<file path="src/rtl/ace_fetch_pkg.sv">
// Shared fetch types and constants for the ace21064 fetch front end.
// Latency: n/a (declarations only).
// Backpressure: n/a.
package ace_fetch_pkg;

    // Fetch-PC sequencer FSM encoding; values are visible on the debug state port.
    typedef enum logic [1:0] {
        ST_BOOT  = 2'd0,
        ST_RUN   = 2'd1,
        ST_HOLD  = 2'd2,
        ST_FLUSH = 2'd3
    } pcctl_state_e;

    localparam int unsigned FETCH_BLK_BYTES = 32;

    // Clears the byte offset within a fetch block to form the icache line address.
    localparam logic [63:0] LINE_MASK = ~(64'(FETCH_BLK_BYTES) - 64'd1);

    // Every PC loaded into the pipeline is instruction-aligned.
    function automatic logic [63:0] pc_align(input logic [63:0] pc);
        return {pc[63:2], 2'b00};
    endfunction

endpackage

</file>
<file path="src/rtl/ace_fetch_pcctl_if.sv">
// Icache request channel between the fetch PC sequencer and the icache.
// Latency: n/a (wires only).
// Backpressure: icache_rdy_i / icache_stall_i from the icache hold the request.
interface ace_fetch_pcctl_if;
    logic        icache_req_o;
    logic [63:0] icache_addr_o;
    logic        icache_rdy_i;
    logic        icache_stall_i;

    // Fetch sequencer side: drives the request, sees icache readiness.
    modport master (
        output icache_req_o,
        output icache_addr_o,
        input  icache_rdy_i,
        input  icache_stall_i
    );

    // Icache side.
    modport slave (
        input  icache_req_o,
        input  icache_addr_o,
        output icache_rdy_i,
        output icache_stall_i
    );
endinterface

</file>
<file path="src/rtl/ace_satcnt.sv">
// Saturating event counter: counts inc_i pulses, sticks at all-ones.
// Latency: count visible the cycle after the increment.
// Backpressure: none; increments at saturation are dropped.
module ace_satcnt
    import ace_fetch_pkg::*;
#(
    parameter int unsigned W = 32
) (
    input  logic         clock,
    input  logic         reset_n,
    input  logic         inc_i,
    output logic [W-1:0] cnt_o
);

    logic [W-1:0] cnt_d;
    logic [W-1:0] cnt_q;

    // Next count: step by one unless already saturated.
    always_comb begin
        cnt_d = cnt_q;
        if (inc_i && !(&cnt_q)) begin
            cnt_d = cnt_q + W'(1);
        end
    end

    // Counter register.
    always_ff @(posedge clock or negedge reset_n) begin
        if (!reset_n) begin
            cnt_q <= '0;
        end else begin
            cnt_q <= cnt_d;
        end
    end

    assign cnt_o = cnt_q;

endmodule

</file>
<file path="src/rtl/ace_fetch_pcctl.sv">
// Fetch PC sequencer: owns f0/f1 PCs, arbitrates flush > override > advance > hold.
// Latency: redirect visible on pc_f0_o next cycle; flush reaches the icache two cycles later.
// Backpressure: icache not ready/stalled, instbuf full or BOB full freeze f0 (HOLD).
module ace_fetch_pcctl
    import ace_fetch_pkg::*;
#(
    parameter logic [63:0] RESET_PC = 64'h0,
    parameter int unsigned CNT_W    = 32
) (
    input  logic              clock,
    input  logic              reset_n,
    input  logic              flush_rt_i,
    input  logic [63:0]       flush_pc_rt_i,
    input  logic              override_vld_f1_i,
    input  logic [63:0]       override_pc_f1_i,
    input  logic [63:0]       nxt_pc_f0_i,
    input  logic              instbuf_full_i,
    input  logic              bob_stall_i,
    ace_fetch_pcctl_if.master ic,
    output logic [63:0]       pc_f0_o,
    output logic [63:0]       pc_f1_o,
    output logic              f0_vld_o,
    output logic              f1_vld_o,
    output logic              kill_f1_o,
    output logic [1:0]        state_o,
    output logic [CNT_W-1:0]  flush_cnt_o,
    output logic [CNT_W-1:0]  ovr_cnt_o
);

    pcctl_state_e state_d, state_q;
    logic [63:0]  pc_f0_d, pc_f0_q;
    logic [63:0]  pc_f1_d, pc_f1_q;
    logic         f0_vld_d, f0_vld_q;
    logic         f1_vld_d, f1_vld_q;

    logic         icache_req;
    logic         downstream_ok;
    logic         would_advance;
    logic         advance;
    logic         ovr_take;
    logic         flush_inc;
    logic         ovr_inc;

    // Request only while running with a live f0; the rest gates whether it is consumed.
    always_comb begin
        icache_req    = f0_vld_q && (state_q == ST_RUN);
        downstream_ok = !instbuf_full_i && !bob_stall_i;
        would_advance = f0_vld_q && ic.icache_rdy_i && !ic.icache_stall_i && downstream_ok;
        advance       = icache_req && would_advance;
        ovr_take      = override_vld_f1_i && f1_vld_q;
        flush_inc     = flush_rt_i;
        ovr_inc       = !flush_rt_i && ovr_take;
    end

    // Next-PC arbitration and FSM transitions.
    always_comb begin
        state_d  = state_q;
        pc_f0_d  = pc_f0_q;
        pc_f1_d  = pc_f1_q;
        f0_vld_d = f0_vld_q;
        f1_vld_d = f1_vld_q;

        if (flush_rt_i) begin
            // Retire flush beats everything, including an in-progress FLUSH bubble.
            state_d  = ST_FLUSH;
            pc_f0_d  = pc_align(flush_pc_rt_i);
            f0_vld_d = 1'b0;
            f1_vld_d = 1'b0;
        end else if (state_q == ST_BOOT) begin
            state_d  = ST_RUN;
            pc_f0_d  = pc_align(RESET_PC);
            f0_vld_d = 1'b1;
        end else if (state_q == ST_FLUSH) begin
            // One-cycle bubble done; restart fetch at the flush target already in f0.
            state_d  = ST_RUN;
            f0_vld_d = 1'b1;
        end else if (ovr_take) begin
            // Override wins over HOLD too; f1 content is kept by the fetch unit up to the branch.
            state_d  = ST_RUN;
            pc_f0_d  = pc_align(override_pc_f1_i);
            f0_vld_d = 1'b1;
            f1_vld_d = 1'b0;
        end else if (advance) begin
            state_d  = ST_RUN;
            pc_f1_d  = pc_f0_q;
            f1_vld_d = 1'b1;
            pc_f0_d  = pc_align(nxt_pc_f0_i);
        end else begin
            // Stalled: PCs hold; f1 drains if the instruction buffer took it.
            if (downstream_ok) begin
                f1_vld_d = 1'b0;
            end
            if (state_q == ST_RUN && f0_vld_q) begin
                state_d = ST_HOLD;
            end else if (state_q == ST_HOLD && would_advance) begin
                state_d = ST_RUN;
            end
        end
    end

    // Pipeline PC/valid/state registers.
    always_ff @(posedge clock or negedge reset_n) begin
        if (!reset_n) begin
            state_q  <= ST_BOOT;
            pc_f0_q  <= RESET_PC;
            pc_f1_q  <= '0;
            f0_vld_q <= 1'b0;
            f1_vld_q <= 1'b0;
        end else begin
            state_q  <= state_d;
            pc_f0_q  <= pc_f0_d;
            pc_f1_q  <= pc_f1_d;
            f0_vld_q <= f0_vld_d;
            f1_vld_q <= f1_vld_d;
        end
    end

    ace_satcnt #(.W(CNT_W)) u_flush_cnt (
        .clock   (clock),
        .reset_n (reset_n),
        .inc_i   (flush_inc),
        .cnt_o   (flush_cnt_o)
    );

    ace_satcnt #(.W(CNT_W)) u_ovr_cnt (
        .clock   (clock),
        .reset_n (reset_n),
        .inc_i   (ovr_inc),
        .cnt_o   (ovr_cnt_o)
    );

    assign ic.icache_req_o  = icache_req;
    assign ic.icache_addr_o = pc_f0_q & LINE_MASK;
    assign pc_f0_o          = pc_f0_q;
    assign pc_f1_o          = pc_f1_q;
    assign f0_vld_o         = f0_vld_q;
    assign f1_vld_o         = f1_vld_q;
    assign kill_f1_o        = flush_rt_i || (state_q == ST_FLUSH);
    assign state_o          = state_q;

endmodule
</file>
<file path="src/flat_wrapper.sv">
// flat-port wrapper written by rule: the top's interface ports become plain ports
module ace_fetch_pcctl_flat import ace_fetch_pkg::*;
#(
    parameter logic [63:0] RESET_PC = 64'h0,
    parameter int unsigned CNT_W    = 32
)
  (clock, reset_n, flush_rt_i, flush_pc_rt_i, override_vld_f1_i, override_pc_f1_i, nxt_pc_f0_i, instbuf_full_i, bob_stall_i, pc_f0_o, pc_f1_o, f0_vld_o, f1_vld_o, kill_f1_o, state_o, flush_cnt_o, ovr_cnt_o, ic_icache_req_o, ic_icache_addr_o, ic_icache_rdy_i, ic_icache_stall_i);
  ace_fetch_pcctl_if ic_i ();
  input  logic clock;
  input  logic reset_n;
  input  logic flush_rt_i;
  input  logic [63:0] flush_pc_rt_i;
  input  logic override_vld_f1_i;
  input  logic [63:0] override_pc_f1_i;
  input  logic [63:0] nxt_pc_f0_i;
  input  logic instbuf_full_i;
  input  logic bob_stall_i;
  output logic [63:0] pc_f0_o;
  output logic [63:0] pc_f1_o;
  output logic f0_vld_o;
  output logic f1_vld_o;
  output logic kill_f1_o;
  output logic [1:0] state_o;
  output logic [CNT_W-1:0] flush_cnt_o;
  output logic [CNT_W-1:0] ovr_cnt_o;
  output wire logic [$bits(ic_i.icache_req_o)-1:0] ic_icache_req_o;
  output wire logic [$bits(ic_i.icache_addr_o)-1:0] ic_icache_addr_o;
  input wire logic [$bits(ic_i.icache_rdy_i)-1:0] ic_icache_rdy_i;
  input wire logic [$bits(ic_i.icache_stall_i)-1:0] ic_icache_stall_i;
  assign ic_icache_req_o = ic_i.icache_req_o;
  assign ic_icache_addr_o = ic_i.icache_addr_o;
  assign ic_i.icache_rdy_i = ic_icache_rdy_i;
  assign ic_i.icache_stall_i = ic_icache_stall_i;
  ace_fetch_pcctl #(.RESET_PC(RESET_PC), .CNT_W(CNT_W)) u_core (.clock(clock), .reset_n(reset_n), .flush_rt_i(flush_rt_i), .flush_pc_rt_i(flush_pc_rt_i), .override_vld_f1_i(override_vld_f1_i), .override_pc_f1_i(override_pc_f1_i), .nxt_pc_f0_i(nxt_pc_f0_i), .instbuf_full_i(instbuf_full_i), .bob_stall_i(bob_stall_i), .ic(ic_i), .pc_f0_o(pc_f0_o), .pc_f1_o(pc_f1_o), .f0_vld_o(f0_vld_o), .f1_vld_o(f1_vld_o), .kill_f1_o(kill_f1_o), .state_o(state_o), .flush_cnt_o(flush_cnt_o), .ovr_cnt_o(ovr_cnt_o));
endmodule
</file>
<file path="config.mk">
export PLATFORM = sky130hd
export DESIGN_NAME = ace_fetch_pcctl_flat
export DESIGN_NICKNAME = d
export VERILOG_FILES = /design/src/rtl/ace_fetch_pkg.sv /design/src/rtl/ace_fetch_pcctl_if.sv /design/src/rtl/ace_satcnt.sv /design/src/rtl/ace_fetch_pcctl.sv /design/src/flat_wrapper.sv
export SDC_FILE = /design/constraint.sdc
export NUM_CORES = 1
export LEC_CHECK = 0
export CAP_MARGIN = 30
export CORE_AREA = 3 3 178 180
export DETAILED_ROUTE_END_ITERATION = 6
export DIE_AREA = 0 0 181 183
export PLACE_DENSITY = 0.74
export SYNTH_ARGS = -nofsm -noshare
export SYNTH_HDL_FRONTEND = slang
export SYNTH_SLANG_ARGS = --single-unit
</file>
<file path="constraint.sdc">
create_clock -name clock -period 3.4 [get_ports clock]
set_clock_uncertainty 0.1 [all_clocks]
set_input_delay 0.68 -clock clock [delete_from_list [all_inputs] [get_ports clock]]
set_output_delay 0.68 -clock clock [all_outputs]
set_load 0.01 [all_outputs]
</file>
==> deck_impl_summary.md, run 1 <==
Run Summary

Finish
  – Buffer share of cell area: 32.09%
  – Clock network area share: 3.805%
  – Diode count: 1
  – Layout cells sized above 1: 9.438%
  – Flop share of the area: 32.90%
  – Leading cell kind: registers
  – Mi-comb count: 690
  – Top cell excl fill/tap: clkdlybuf4s50_1
  – Comb/total area: 27.53%
  – Logic area: 4020 µm²
  – Inverters: 10
  – Non-clk bufs: 465
  – Fin util: 48.11%
  – Storage cell area: 4805 µm²
  – Synth-to-layout area growth: 53.13%
  – Dominant logic cell types in the final layout: clkdlybuf4s50_1, a21oi_1, dfrtp_1
  – Final net count: 1,582
  – CLK BUF: 18

Clocking
  – H-tree depth: 4
  – CTS Buf Count: 17
  – Clk sinks: 192
  – CTS tree: yes
  – Post-CTS setup buffers: 0
  – Worst skew pair latency: 0.42 ns
  – Post-CTS sizing: 0

Placement
  – Inst Count DP: 1,752
  – Placed Area: 14,030 µm²
  – Worst slack at placement: 0.3362 ns
  – GP Congestion: 0.8553
  – Port Buffers: 446
  – Final HPWL DP: 24,480 µm

GRT
  – Met1 Use GR: 23.33%
  – Grt met2 use: 33.06%
  – Largest net degree at the start of global routing: 125
  – Met3 Usage GRT: 5.137%
  – Initial antenna violation count: 1
  – All-Layer GR Usage: 18.96%
  – Global route overflow: 0
  – Most Used Layer, Global Route: met2
  – Vias in the first global route: 8,939

Power and ir drop
  – Int Pwr: 4.278 mW
  – Power share of the combinational group: 23.0%
  – Clock power frac: 32.5%
  – Net Sw Frac: 28.91%
  – Power Clock: 1.95 mW
  – Comb group: 1.39 mW
  – NetSw: 1.739 mW
  – P_leak: 6.242 nW
  – Power, Total: 6.017 mW
  – Main power group: sequential cells
  – Pwr/cell area: 412.1 nW/µm²

Setup path
  – CP max stage delay: 0.63 ns
  – Crit Path Category: reg -> out
  – CP delay by family, top: buffers and inverters
  – CP cell instances: inv_1, ha_1, and2_0, clkdlybuf4s50_1
  – Reg2reg end: u_core.u_flush_cnt.cnt_o[1]
  – Setup crit start: u_core.state_o[1]
  – Worst Setup End Kind: output port
  – Worst path buffer plus inverter count: 2
  – FF-to-FF path depth: 5
  – Critical Path End: ic_icache_req_o

Final timing
  – Relative slew slack: 62.77%
  – Final setup violation count: 0
  – Worst-Margin Slew: 0.5584 ns
  – Fin. Hold Viols: 0
  – Max frequency: 359.2 MHz
  – RSZ-0062 raised after global routing: no
  – Setup ws final: 0.6159 ns
  – Final Critical Period: 2.784 ns
  – Total Negative Setup Slacks: 0 ns
  – Pins Over Slew Limit: 0

Synthesis
  – Xor+xnor area frac: 5.144%
  – Cell area after synthesis: 9535 µm²
  – Synth Area per Inst: 9.488 µm²
  – Most common reg cell: dfrtp_1
  – Yosys top cell by area: dfrtp_1
  – Yosys stat area: 9535 µm²
  – Async S/R FF share, synth: 100.0%
  – Ys flops: 192
  – Top post-synthesis cells by count: a21oi_1, dfrtp_1, nand2_1
  – Simple Share, Synth: 16.82%
  – EDFF count, synth: 0
  – Aoi share: 11.28%
  – Top cells by area: dfrtp_1, a21oi_1, mux2_2, nand2_1, buf_4
  – Adder Area Share: 0.7873%
  – Post-synth seq share: 50.39%
  – Syn Inst Count: 1,005
  – Dominant cell area share: 50.39%

Route
  – Wire length per cell: 18.34 µm
  – Via density per instance: 4.915
  – First DRT Iteration DRCs: 426
  – Routed wl met2: 16,450 µm
  – Iteration tally of the first detailed-router pass: 4
  – DR top layer: met4
  – Met3 routed WL: 2147 µm
  – DRT antenna net count: 0

Floorplan
  – Std-Cell Rows: 64
  – Core ar.: 30,350 µm²
  – Initial core utilization: 31.42%
  – # IOs: 462
  – Tap Count: 396
  – Die width: 181 µm

Min path
  – Worst Hold Path EP: u_core.pc_f1_o[26]
  – Hold Crit Class: reg -> reg
  – WHS Path Cells: 1
  – HP Start: u_core.pc_f1_o[26]

Run status
  – Status: complete, no violations

Run
  – Max Cap Viol: 0
  – Log Warnings: 37
Run 1, metal layers overlaid:
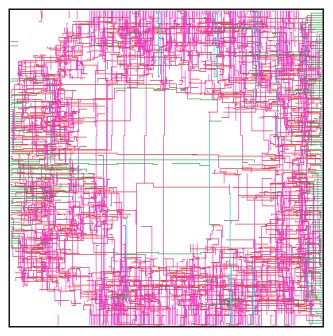
met1: marked red, wire length 13,500 µm. met4: marked cyan, wire length 673 µm. met2: marked magenta, wire length 16,400 µm. met3: marked green, wire length 2,150 µm.

Run 1, I/O pins on the die edge:
Pins as bars across the die edge, other pins in grey.
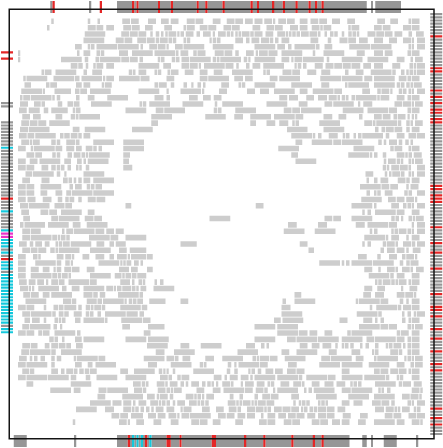
ic_icache_addr_o: marked red, pins 64, direction output, edge 31 east, 17 north, 12 south, 4 west. ovr_cnt_o: marked cyan, pins 32, direction output, edge 28 west, 4 south. state_o: marked magenta, pins 2, direction output, edge west.
All pins by edge: 133 north, 133 east, 125 south, 71 west.

Run 1, clock network drawn from the DEF:
Bar = 50 µm.
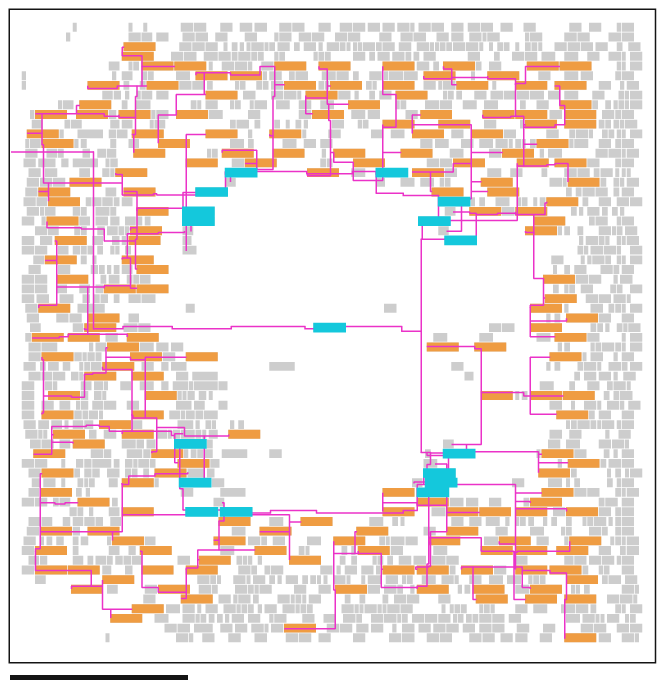
clock wires: marked magenta, length 2,620 µm. flip-flops: marked orange, count 192. cells driving clock nets: marked cyan, count 17.
Position of the flops: spread over the die.

==> inputs of run 2 (changes only) <==
--- a/config.mk
+++ b/config.mk
@@ -6,10 +6,10 @@
 export NUM_CORES = 1
 export LEC_CHECK = 0
 export CAP_MARGIN = 30
-export CORE_AREA = 3 3 178 180
+export CORE_AREA = 3 3 180 182
 export DETAILED_ROUTE_END_ITERATION = 6
-export DIE_AREA = 0 0 181 183
-export PLACE_DENSITY = 0.74
+export DIE_AREA = 0 0 183 185
+export PLACE_DENSITY = 0.76
 export SYNTH_ARGS = -nofsm -noshare
 export SYNTH_HDL_FRONTEND = slang
 export SYNTH_SLANG_ARGS = --single-unit
==> constraint.sdc (replaced) <==
create_clock -name clock -period 2.23 [get_ports clock]
set_clock_uncertainty 0.1 [all_clocks]
set_input_delay 0.446 -clock clock [delete_from_list [all_inputs] [get_ports clock]]
set_output_delay 0.446 -clock clock [all_outputs]
set_load 0.01 [all_outputs]
Run 2, clock network drawn from the DEF:
Bar = 50 µm.
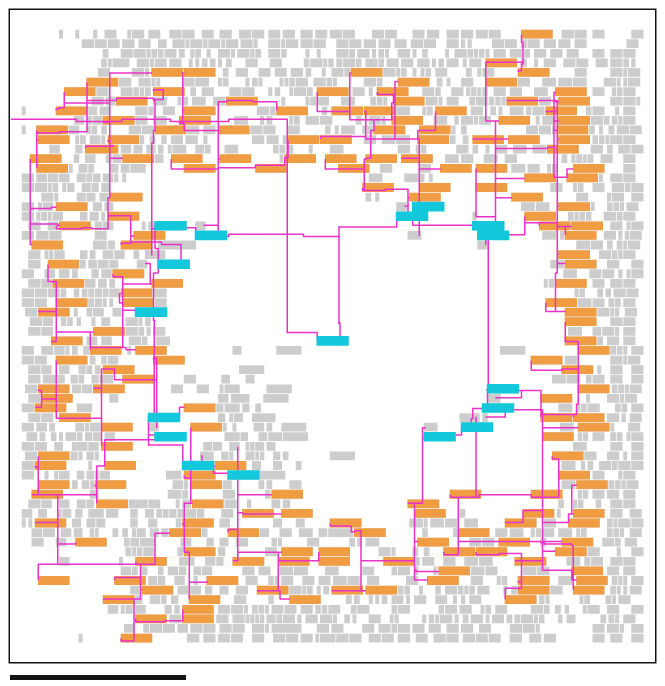
flip-flops: marked orange, count 192. cells driving clock nets: marked cyan, count 17. clock wires: marked magenta, length 2,570 µm.
There are 18 routed clock nets. Position of the flops: spread over the die.
Power Clock: 3.10 mW
worst skew pair latency: 0.43 ns

Run 2, I/O pins on the die edge:
Pins as bars across the die edge, other pins in grey.
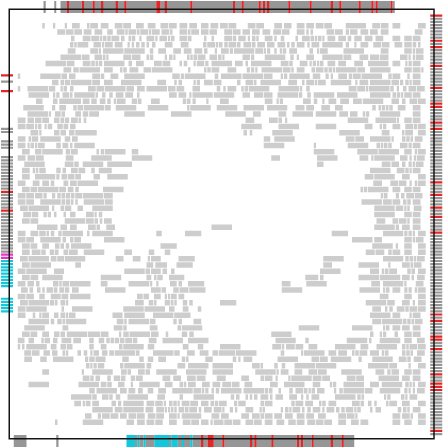
ovr_cnt_o: marked cyan, pins 32, direction output, edge 18 south, 14 west. ic_icache_addr_o: marked red, pins 64, direction output, edge 24 east, 23 north, 13 south, 4 west. state_o: marked magenta, pins 2, direction output, edge west.
All pins by edge: 159 north, 134 east, 114 south, 55 west.
Die H: 185 µm
die width: 183 µm
Port Buffers: 446

==> run 2 against run 1 <==
  * Utilization is 0.98 points higher
  * Register-to-register slack worse by 0.83 ns
  * Synthesized cell count stayed put
  * Hold slack worse by 0.18 ns
  * Total power is 55% higher
  * Combinational power is 55% higher
  * Routed wire length is 0.57% lower
  * Worst setup slack worse by 0.57 ns
  * Cell area is 3.4% higher
==> deck_impl_summary.md, run 2 <==
Run Summary

Clocking
  – H-tree depth: 4
  – CTS tree: yes
  – Clock slew at reported path FFs: 0.07 ns
  – Post-CTS setup buffers: 0
  – CTS Hold Bufs: 1
  – Post-CTS sizing: 7
  – CTS Buf Count: 17
  – Clk sinks: 192

Finish
  – Inverters: 10
  – Mi-comb count: 690
  – Clock network area share: 3.937%
  – Top cell excl fill/tap: clkdlybuf4s50_1
  – Final net count: 1,634
  – Leading cell kind: buffers
  – Storage cell area: 4807 µm²
  – Diode count: 0
  – Non-clk bufs: 517
  – Logic area: 4044 µm²
  – Layout cells sized above 1: 13.19%
  – CLK BUF: 18
  – Synth-to-layout area growth: 58.33%
  – Buffer share of cell area: 33.91%
  – Fin util: 49.10%
  – Flop share of the area: 31.84%

Setup path
  – Worst Setup End Kind: register
  – Reg2reg end: u_core.u_flush_cnt.cnt_o[1]
  – CP max stage delay: 0.46 ns
  – Reg2reg start: u_core.u_flush_cnt.cnt_o[29]
  – Crit Path Category: in -> reg
  – Setup crit start: bob_stall_i
  – Critical Path End: u_core.pc_f1_o[36]
  – Worst path buffer plus inverter count: 3
  – CP delay by family, top: buffers and inverters
  – FF-to-FF path depth: 5

Power and ir drop
  – Net Sw Frac: 28.54%
  – NetSw: 2.662 mW
  – Comb group: 2.15 mW
  – Sequential share of power: 43.7%
  – Main power group: sequential cells
  – Clock power frac: 33.3%
  – Power, Total: 9.327 mW
  – Int Pwr: 6.664 mW
  – P_leak: 6.548 nW

GRT
  – Grt met2 use: 32.72%
  – Met3 Usage GRT: 4.065%
  – Met1 Use GR: 21.91%
  – Largest net degree at the start of global routing: 69
  – Most Used Layer, Global Route: met2
  – Initial antenna violation count: 0

Final timing
  – Relative slew slack: 66.38%
  – Pins Over Slew Limit: 0
  – Total Negative Setup Slacks: 0 ns
  – Worst-Margin Slew: 0.5043 ns
  – Max frequency: 457.7 MHz
  – Fin. Hold Viols: 0
  – Setup ws final: 0.04509 ns
  – Final setup violation count: 0
  – Final Critical Period: 2.185 ns
  – RSZ-0062 raised after global routing: no

Floorplan
  – Core ar.: 30,750 µm²
  – # IOs: 462
  – Tap Count: 396
  – Std-Cell Rows: 64
  – Initial core utilization: 31.01%

Route
  – Wire length per cell: 17.72 µm
  – Via density per instance: 4.848
  – First DRT Iteration DRCs: 484
  – Routed wl met2: 17,100 µm
  – DRT antenna net count: 0
  – DR top layer: met4

Min path
  – WHS Path Cells: 2
  – Hold Crit Class: in -> reg
  – Worst Hold Path EP: u_core.f1_vld_o
  – HP Start: flush_rt_i

Synthesis
  – EDFF count, synth: 0
  – Top post-synthesis cells by count: a21oi_1, dfrtp_1, nand2_1
  – Post-synth seq share: 50.39%
  – Syn Inst Count: 1,005
  – Most common reg cell: dfrtp_1
  – Async S/R FF share, synth: 100.0%
  – Yosys stat area: 9535 µm²
  – Xor+xnor area frac: 5.144%
  – Cell area after synthesis: 9535 µm²
  – Top cells by area: dfrtp_1, a21oi_1, mux2_2, nand2_1, buf_4
  – Adder Area Share: 0.7873%
  – Simple Share, Synth: 16.82%
  – Dominant cell area share: 50.39%
  – Ys flops: 192
  – Aoi share: 11.28%
  – Yosys top cell by area: dfrtp_1

Placement
  – Final HPWL DP: 25,190 µm
  – GP Congestion: 0.8240
  – Worst slack at placement: -0.5498 ns
  – Placed Area: 14,470 µm²
  – Inst Count DP: 1,804

Run
  – Max Cap Viol: 0
  – Log Warnings: 36

Run status
  – Status: complete, no violations
Run 2, metal layers overlaid:
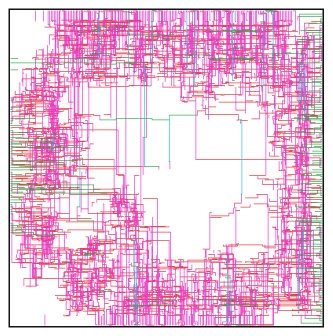
met1: marked red, wire length 12,800 µm. met3: marked green, wire length 1,950 µm. met2: marked magenta, wire length 17,100 µm. met4: marked cyan, wire length 734 µm.

Power is estimated from default activity; no workload was simulated.
